===== src/rtl/ofm_tile_scheduler.sv =====
// Layer sequencer for the OFM read controller: one start, then one load per tile.
// Optional tile watchdog enabled by defining TILE_WDT_EN.
module ofm_tile_scheduler #(
  parameter int SYSTOLIC_SIZE = 16,
  parameter int OFM_RAM_SIZE  = 2378675,
  parameter int WDT_CYCLES    = 4096,
  localparam int AW = $clog2(OFM_RAM_SIZE)
) (
  input  logic          clk,
  input  logic          rst,
  input  logic          layer_start,
  input  logic [AW-1:0] start_read_addr,
  input  logic [8:0]    ifm_size,
  input  logic [10:0]   ifm_channel,
  input  logic [1:0]    kernel_size,
  input  logic [8:0]    ofm_size,
  input  logic          tile_done,
  input  logic          sys_ready,
  output logic          start,
  output logic [AW-1:0] rd_start_addr,
  output logic          load,
  output logic          busy,
  output logic [8:0]    row_idx,
  output logic [4:0]    strip_idx,
  output logic          layer_done,
  output logic          wdt_err
);

  localparam int SH = $clog2(SYSTOLIC_SIZE);

  typedef enum logic [2:0] {
    IDLE,
    START,
    GAP,
    WAIT_READY,
    ISSUE,
    WAIT_DONE,
    LAYER_DONE
  } state_t;

  state_t state, state_n;

  logic [AW-1:0] addr_q;
  logic [8:0]    ofm_q;
  logic [8:0]    ifm_q;
  logic [10:0]   ch_q;
  logic [1:0]    ks_q;
  logic [5:0]    nstrip_q;
  logic [8:0]    row_q;
  logic [4:0]    strip_q;

  logic [9:0]    strip_sum;
  logic [9:0]    strip_cnt;
  logic          row_last;
  logic          strip_last;
  logic          tile_last;
  logic          wdt_trip;

  // ceil(ofm_size / SYSTOLIC_SIZE) without a divider
  assign strip_sum = {1'b0, ofm_size} + 10'(SYSTOLIC_SIZE - 1);
  assign strip_cnt = strip_sum >> SH;

  assign row_last   = (row_q == ofm_q - 9'd1);
  assign strip_last = ({1'b0, strip_q} == nstrip_q - 6'd1);
  assign tile_last  = row_last && strip_last;

  always_ff @(posedge clk) begin
    if (rst) begin
      state    <= IDLE;
      addr_q   <= '0;
      ofm_q    <= '0;
      ifm_q    <= '0;
      ch_q     <= '0;
      ks_q     <= '0;
      nstrip_q <= '0;
      row_q    <= '0;
      strip_q  <= '0;
    end else begin
      state <= state_n;
      if (state == IDLE && layer_start) begin
        addr_q   <= start_read_addr;
        ofm_q    <= ofm_size;
        ifm_q    <= ifm_size;
        ch_q     <= ifm_channel;
        ks_q     <= kernel_size;
        nstrip_q <= strip_cnt[5:0];
        row_q    <= '0;
        strip_q  <= '0;
      end
      if (state == WAIT_DONE && tile_done) begin
        if (row_last) begin
          row_q   <= '0;
          strip_q <= strip_q + 5'd1;
        end else begin
          row_q <= row_q + 9'd1;
        end
      end
    end
  end

  always_comb begin
    state_n    = state;
    start      = 1'b0;
    load       = 1'b0;
    layer_done = 1'b0;
    unique case (state)
      IDLE: begin
        if (layer_start)
          state_n = (ofm_size == 9'd0) ? LAYER_DONE : START;
      end
      START: begin
        start   = 1'b1;
        state_n = GAP;
      end
      GAP: state_n = WAIT_READY;
      WAIT_READY: begin
        if (sys_ready) state_n = ISSUE;
      end
      ISSUE: begin
        load    = 1'b1;
        state_n = WAIT_DONE;
      end
      WAIT_DONE: begin
        if (tile_done)
          state_n = tile_last ? LAYER_DONE : GAP;
        else if (wdt_trip)
          state_n = LAYER_DONE;
      end
      LAYER_DONE: begin
        layer_done = 1'b1;
        state_n    = IDLE;
      end
      default: state_n = IDLE;
    endcase
  end

`ifdef TILE_WDT_EN
  logic [12:0] wdt_cnt;
  logic        wdt_q;

  // wdt_cnt holds the number of cycles since the load pulse
  assign wdt_trip = (state == WAIT_DONE) &&
                    (wdt_cnt == 13'(WDT_CYCLES - 1));

  always_ff @(posedge clk) begin
    if (rst) begin
      wdt_cnt <= '0;
      wdt_q   <= 1'b0;
    end else begin
      if (state == ISSUE)
        wdt_cnt <= 13'd1;
      else if (state == WAIT_DONE)
        wdt_cnt <= wdt_cnt + 13'd1;
      if (wdt_trip && !tile_done)
        wdt_q <= 1'b1;
    end
  end

  assign wdt_err = wdt_q;
`else
  assign wdt_trip = 1'b0;
  assign wdt_err  = 1'b0;
`endif

  logic unused_cfg;
  assign unused_cfg = ^{ifm_q, ch_q, ks_q, 13'(WDT_CYCLES)};

  assign busy          = (state != IDLE);
  assign rd_start_addr = addr_q;
  assign row_idx       = row_q;
  assign strip_idx     = strip_q;

endmodule

===== config.mk =====
export PLATFORM = sky130hd
export DESIGN_NAME = ofm_tile_scheduler
export DESIGN_NICKNAME = d
export VERILOG_FILES = /design/src/rtl/ofm_tile_scheduler.sv
export SDC_FILE = /design/constraint.sdc
export NUM_CORES = 1
export LEC_CHECK = 0
export CAP_MARGIN = 40
export CORE_AREA = 2 2 83 85
export DETAILED_ROUTE_END_ITERATION = 7
export DIE_AREA = 0 0 85 87
export MAX_ROUTING_LAYER = met4
export PLACE_DENSITY = 0.79
export SLEW_MARGIN = 10
export SYNTH_ARGS = -nofsm -noshare
export SYNTH_HDL_FRONTEND = slang
export SYNTH_SLANG_ARGS = --single-unit

===== constraint.sdc =====
create_clock -name clk -period 2.97 [get_ports clk]
set_input_delay 0.4455 -clock clk [delete_from_list [all_inputs] [get_ports clk]]
set_output_delay 0.4455 -clock clk [all_outputs]
set_load 0.05 [all_outputs]

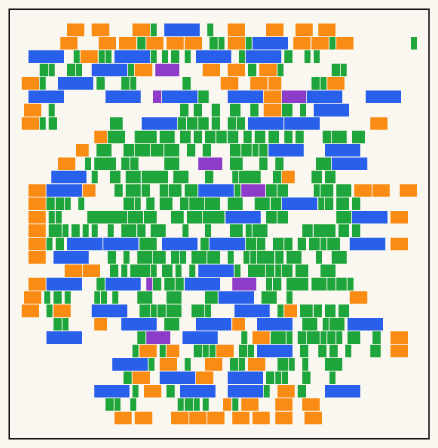
Figure 1: cells colored by class.
Key: remaining buffers and delay cells = orange [cells 84]; remaining logic cells = green [cells 290]; sequential cells = blue [cells 54]; clock drivers and dummy loads = purple [cells 8]
FP Rows: 30
post-route cell area: 3750 um2
Seq area share: 28.83%
Core Area: 6569 um2
Finished Core Util: 57.09%

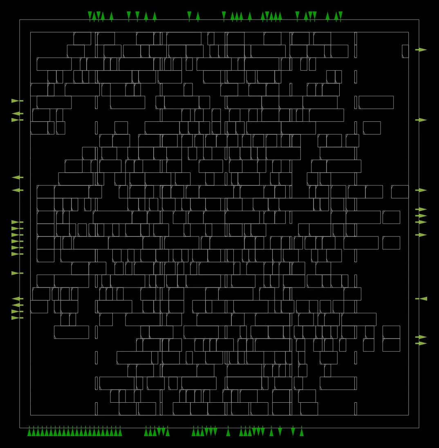
Figure 2: placed standard cells.
fill count: 614
Tapcells: 80
registers: 54
final instance count without filler cells: 516

==> changes_impl.md <==
### Implementation results

* Syn avg cell area at between 7 and 8 um2
* Area Overhead vs Synth at 29.63%
* Share of total power in combinational logic at 35.9%
* Post-synthesis sequential area ratio at a little under two fifths
* Final Power at 2.002 mW
* Minimum clock period at 2669 ps
* Worst r2r src: ofm_q[3]$_SDFFE_PP0P_
* Basic Gates by Area at roughly a quarter
* Layout cell share with drive strength beyond 1 at under 10%
* Worst Setup Path Type: reg -> reg
* Seq pwr share at between 40% and 50%
* Ys flops at around 54
* Comb pwr at 0.720 mW
* Number of flip-flops in the largest register at 22
* Total of max-cap violations at 0
* Share of Yosys cell area claimed by the top area cell type at a little under two fifths
* Cell Type Count at 51
* Final setup skew at ~7.7 ps
* Buffers & Inverters on Critical Path at 1
* Met3 wire len at roughly 310 um
* Cell with the most instances after synthesis: nand2_1
* Dpl ws at a little under 200 ps
* Non-clk bufs at ~84
* Placer Congestion at 0.8768
* # Cells Yosys at ~380
* Outcome: finished, final reports clean
* Largest area contributor in the netlist: dfxtp_1
* Worst Hold End: rd_start_addr[14]$_SDFFE_PP0P_
* Crit. Startpoint: ofm_q[3]$_SDFFE_PP0P_
* Top power group: registers
* Slew HR at between 40% and 50%
* Final Net Count at 497
* Worst path cell trace: nor3_1 -> nor4b_1 -> a21boi_0 -> a22oi_2 -> nor3_1 -> buf_4 -> nor4_1
* CP required at 3190 ps
* Worst Hold Margin at approximately 460 ps
* Psw at 0.7463 mW
* Post-CTS Hold Fix Bufs at 0
* Clock buffer count at 7
* Hold path start: rd_start_addr[14]$_SDFFE_PP0P_
* Initial antenna violation count at 0
* Yosys xor share at between 6 and 7%
* Placed insts at between 500 and 600
* Worst Max-Slew Pin Slew at just over 800 ps
* Worst min path class: reg -> reg
* LEAKAGE at between 1 and 1.5 nW
* Antenna viol nets, final at 0
* GRT busiest layer: met2
* CP most frequent cell: nor3_1
* Non-clock inverter count at 8
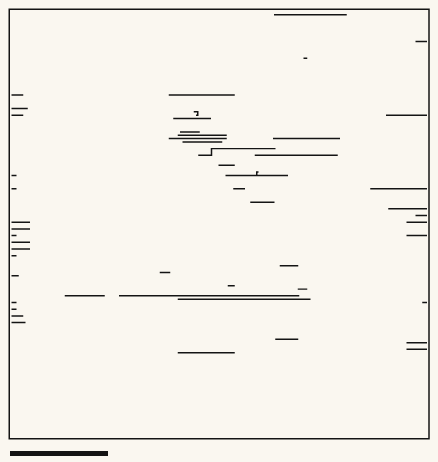
Figure 3: the metal 3 layer.
The bar under the picture is 20 um long.
The layer carries 311 um of wire. The wires run mostly horizontal.
M3 GR Usage: 2.464%
via count: 2,869
routed wire length: 7133 um

Power and IR drop assume default switching activity.
